File: config.mk
export PLATFORM = sky130hd
export DESIGN_NAME = sme_job_sequencer
export DESIGN_NICKNAME = d
export VERILOG_FILES = /design/src/rtl/sme_job_sequencer.sv
export SDC_FILE = /design/constraint.sdc
export NUM_CORES = 1
export LEC_CHECK = 0
export CORE_ASPECT_RATIO = 0.6
export CORE_MARGIN = 2
export CORE_UTILIZATION = 50
export DETAILED_ROUTE_END_ITERATION = 16
export PLACE_DENSITY = 0.72
export SYNTH_ARGS = -nofsm -noshare
export SYNTH_HDL_FRONTEND = slang
export SYNTH_SLANG_ARGS = --single-unit
File: constraint.sdc
create_clock -name clk -period 7 [get_ports clk]
set_input_delay 1.4 -clock clk [delete_from_list [all_inputs] [get_ports clk]]
set_output_delay 1.4 -clock clk [all_outputs]
set_load 0.02 [all_outputs]
File: src/rtl/sme_job_sequencer.sv
// sme_job_sequencer: buffers one host job (optional string + pattern), replays it
// to the string match engine as back-to-back strobe bursts, then returns one
// result beat carrying the engine's match/index and the job's status flags.
//
// state    | meaning
// ---------+---------------------------------------------------------------
// IDLE     | waiting for the first character of a job
// LOAD_STR | buffering string characters
// LOAD_PAT | buffering pattern characters
// SEND_STR | isstring burst, one buffered string character per cycle
// SEND_PAT | ispattern burst, one buffered pattern character per cycle
// WAIT     | strobes idle, waiting for out_valid or the timeout
// RESULT   | result beat offered to the host until res_ready
module sme_job_sequencer #(
    parameter int STR_MAX = 32,
    parameter int PAT_MAX = 8,
    parameter int TIMEOUT = 64
) (
    input  logic       clk,
    input  logic       rst,
    input  logic       in_valid,
    output logic       in_ready,
    input  logic       in_kind,
    input  logic       in_last,
    input  logic [7:0] in_data,
    output logic       isstring,
    output logic       ispattern,
    output logic [7:0] chardata,
    input  logic       out_valid,
    input  logic       match,
    input  logic [4:0] match_index,
    output logic       res_valid,
    input  logic       res_ready,
    output logic       res_match,
    output logic [4:0] res_index,
    output logic [2:0] res_flags
);
    localparam int             WW        = (TIMEOUT > 1) ? $clog2(TIMEOUT) : 1;
    localparam logic [5:0]     STR_MAX_L = 6'(STR_MAX);
    localparam logic [3:0]     PAT_MAX_L = 4'(PAT_MAX);
    localparam logic [WW-1:0]  WAIT_LAST = WW'(TIMEOUT - 1);
    localparam logic [WW-1:0]  WAIT_ONE  = WW'(1);

    typedef enum logic [2:0] {
        IDLE, LOAD_STR, LOAD_PAT, SEND_STR, SEND_PAT, WAIT, RESULT
    } state_t;

    state_t        state, state_d;
    logic [7:0]    str_buf [32];
    logic [7:0]    pat_buf [8];
    logic [5:0]    str_len, str_len_d;
    logic [3:0]    pat_len, pat_len_d;
    logic [5:0]    k, k_d;
    logic [WW-1:0] wait_cnt;
    logic          str_loaded, new_str, ovf, nostr, tmo;
    logic          xfer, str_wr, pat_wr, ovf_set, str_load_done;
    logic [4:0]    str_wr_idx;
    logic [2:0]    pat_wr_idx;
    logic [7:0]    chardata_d;

    assign in_ready  = (state == IDLE) || (state == LOAD_STR) || (state == LOAD_PAT);
    assign xfer      = in_valid && in_ready;
    assign res_valid = (state == RESULT);
    assign res_flags = res_valid ? {tmo, ovf, nostr} : 3'b000;

    // Next-state, buffer write control and burst pointer.
    always_comb begin
        state_d       = state;
        k_d           = k;
        str_len_d     = str_len;
        pat_len_d     = pat_len;
        str_wr        = 1'b0;
        pat_wr        = 1'b0;
        ovf_set       = 1'b0;
        str_load_done = 1'b0;
        str_wr_idx    = str_len[4:0];
        pat_wr_idx    = pat_len[2:0];
        case (state)
            IDLE: begin
                if (xfer) begin
                    k_d = 6'd0;
                    if (!in_kind) begin
                        str_wr     = 1'b1;
                        str_wr_idx = 5'd0;
                        str_len_d  = 6'd1;
                        state_d    = in_last ? LOAD_PAT : LOAD_STR;
                    end else begin
                        pat_wr     = 1'b1;
                        pat_wr_idx = 3'd0;
                        pat_len_d  = 4'd1;
                        state_d    = in_last ? SEND_PAT : LOAD_PAT;
                    end
                end
            end
            LOAD_STR: begin
                if (xfer) begin
                    k_d = 6'd0;
                    if (!in_kind) begin
                        if (str_len < STR_MAX_L) begin
                            str_wr    = 1'b1;
                            str_len_d = str_len + 6'd1;
                        end else begin
                            ovf_set = 1'b1;
                        end
                        if (in_last) state_d = LOAD_PAT;
                    end else begin
                        // A pattern beat ends the string and opens the pattern.
                        pat_wr    = 1'b1;
                        pat_len_d = 4'd1;
                        state_d   = in_last ? SEND_STR : LOAD_PAT;
                    end
                end
            end
            LOAD_PAT: begin
                if (xfer) begin
                    if (in_kind && (pat_len < PAT_MAX_L)) begin
                        pat_wr    = 1'b1;
                        pat_len_d = pat_len + 4'd1;
                    end else begin
                        ovf_set = 1'b1;
                    end
                    if (in_last) begin
                        k_d = 6'd0;
                        if (new_str)                state_d = SEND_STR;
                        else if (pat_len_d != 4'd0) state_d = SEND_PAT;
                        else                        state_d = WAIT;
                    end
                end
            end
            SEND_STR: begin
                if (k == str_len - 6'd1) begin
                    str_load_done = 1'b1;
                    k_d           = 6'd0;
                    state_d       = (pat_len != 4'd0) ? SEND_PAT : WAIT;
                end else begin
                    k_d = k + 6'd1;
                end
            end
            SEND_PAT: begin
                if (k == {2'b00, pat_len} - 6'd1) begin
                    k_d     = 6'd0;
                    state_d = WAIT;
                end else begin
                    k_d = k + 6'd1;
                end
            end
            WAIT: begin
                if (out_valid || (wait_cnt == WAIT_LAST)) state_d = RESULT;
            end
            RESULT: begin
                if (res_ready) begin
                    pat_len_d = 4'd0;
                    state_d   = IDLE;
                end
            end
            default: state_d = IDLE;
        endcase
    end

    // Character for the next strobe cycle; a one-character pattern-only job
    // starts its burst on the same edge that writes pat_buf[0], hence the bypass.
    always_comb begin
        chardata_d = 8'h00;
        if (state_d == SEND_STR) begin
            chardata_d = str_buf[k_d[4:0]];
        end else if (state_d == SEND_PAT) begin
            chardata_d = (pat_wr && (pat_wr_idx == k_d[2:0])) ? in_data : pat_buf[k_d[2:0]];
        end
    end

    // Character buffers; contents are only meaningful below the lengths.
    always_ff @(posedge clk) begin
        if (str_wr) str_buf[str_wr_idx] <= in_data;
        if (pat_wr) pat_buf[pat_wr_idx] <= in_data;
    end

    // State, lengths, flags, registered SME strobes and captured result.
    always_ff @(posedge clk) begin
        if (rst) begin
            state      <= IDLE;
            str_len    <= 6'd0;
            pat_len    <= 4'd0;
            k          <= 6'd0;
            wait_cnt   <= '0;
            str_loaded <= 1'b0;
            new_str    <= 1'b0;
            ovf        <= 1'b0;
            nostr      <= 1'b0;
            tmo        <= 1'b0;
            res_match  <= 1'b0;
            res_index  <= 5'd0;
            isstring   <= 1'b0;
            ispattern  <= 1'b0;
            chardata   <= 8'h00;
        end else begin
            state     <= state_d;
            str_len   <= str_len_d;
            pat_len   <= pat_len_d;
            k         <= k_d;
            isstring  <= (state_d == SEND_STR);
            ispattern <= (state_d == SEND_PAT);
            chardata  <= chardata_d;
            wait_cnt  <= (state == WAIT) ? wait_cnt + WAIT_ONE : '0;
            if (ovf_set)       ovf        <= 1'b1;
            if (str_load_done) str_loaded <= 1'b1;
            if ((state == IDLE) && xfer) begin
                new_str <= !in_kind;
                nostr   <= in_kind && !str_loaded;
            end
            if ((state == WAIT) && (state_d == RESULT)) begin
                res_match <= out_valid && match;
                res_index <= out_valid ? match_index : 5'd0;
                tmo       <= !out_valid;
            end
            if ((state == RESULT) && res_ready) begin
                ovf       <= 1'b0;
                nostr     <= 1'b0;
                tmo       <= 1'b0;
                res_match <= 1'b0;
                res_index <= 5'd0;
            end
        end
    end
endmodule

### Port wiring

Scale: 1.5 px per µm.
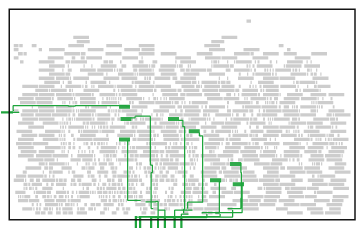
colour	port	bits	direction	edge	end cells	buffers	wire
green	chardata	8	output	7 bottom, 1 left	8	8	680 µm

### I/O pins on the die edge

Scale: 3 px per µm. Pins as bars across the die edge, other pins in grey.
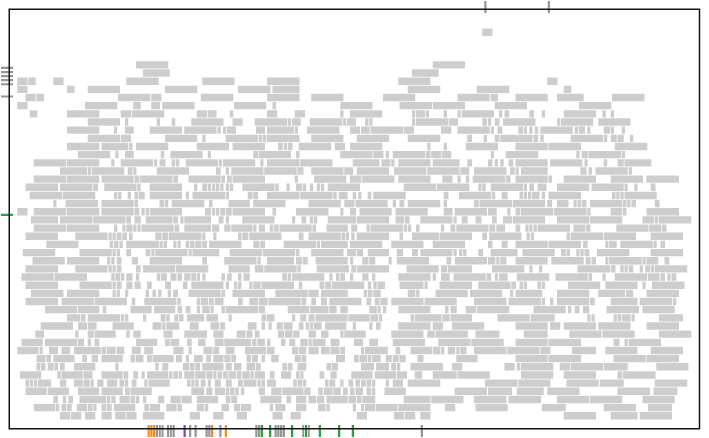
colour	port	pins	direction	edge
purple	match	1	input	bottom
green	chardata	8	output	7 bottom, 1 left
orange	res_index	5	output	bottom
all pins by edge	33 bottom, 7 left, 2 top

==> results.cfg <==
; synthesis and place-and-route metrics
[outcome]
outcome = finished, final reports clean

[cts]
tritoncts = done
ctsRootBufferMaster = clkbuf_16
clockBufferDepth = 3
clk_transition_reported_paths_ps = 70

[job]
timing.max_cap.violations = 0

[logic_synthesis]
synthMuxAreaShare = 0.0368
synth_cell_type_count = 61
area_share_of_and_or_nand_nor_cells_after_synthesis = 0.140

[setup_path]
crit_type = register to register
reg2reg_to = chardata[0]
worst-endpoint-required_ps = 7510

[worst_hold_path]
min_delay_worst_endpoint = res_index[2]

[place]
place_area_um2 = 16000

[final_timing]
timing_hold_violations_final = 0

[global_route]
global_route.usage.met2 = 0.321
grt_met1_use = 0.399

[finish]
final-comb-area_um2 = 4330
drive_above_1_share = 0.0766

[power_and_ir_drop]
total_power_w = 0.00451
power.share.switching = 0.242

[die]
chip_area_um2 = 32000
### Placed standard cells

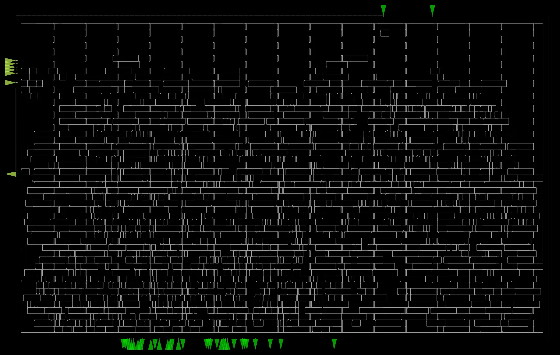
number of well-tap cells placed: 408
number of inserted filler cells in the final layout: 2,381
Std-Cell Core Area: 30,000 µm²
final core utilization: 0.566
sequential fraction of total cell area: 0.621

### Sizing map

Scale: 3 px per µm.
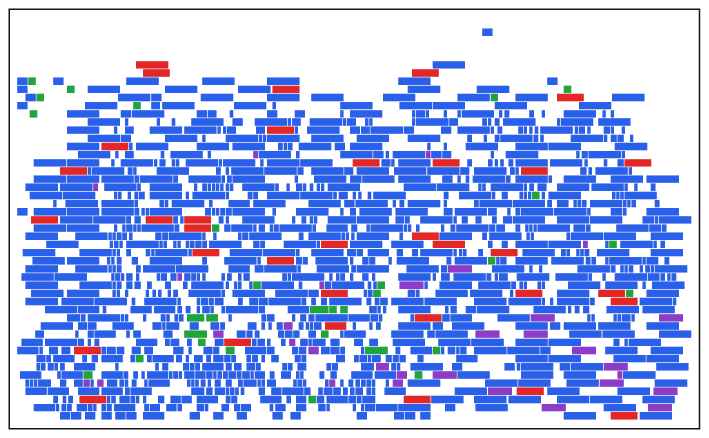
colour	size	cells
purple	x2	31
green	x3 and x4	30
red	x6 and larger	34
blue	x1 and smaller	1,146
Plain + repair buffers: 64
area overhead of the layout relative to synthesis: 11.2%

## registers in the layout, summed over array words and instances (netlist names), 3 cells and up
signal / count
str_buf: 256
pat_buf: 64
chardata: 8
k: 6
str_len: 6
wait_cnt: 6
res_index: 5
pat_len: 4
state: 3
## power groups by stage
stage	combinational [W]	clock (W)	sequential, W
after global placement	0.000422	0	0.00246
after floorplan	0.000292	0	0.00245
after detailed placement	0.000429	0	0.00246
after global routing	0.000478	0.00175	0.00241
after CTS	0.000432	0.00167	0.00241
final	0.000439	0.00166	0.00241
Power and IR drop assume default switching activity.
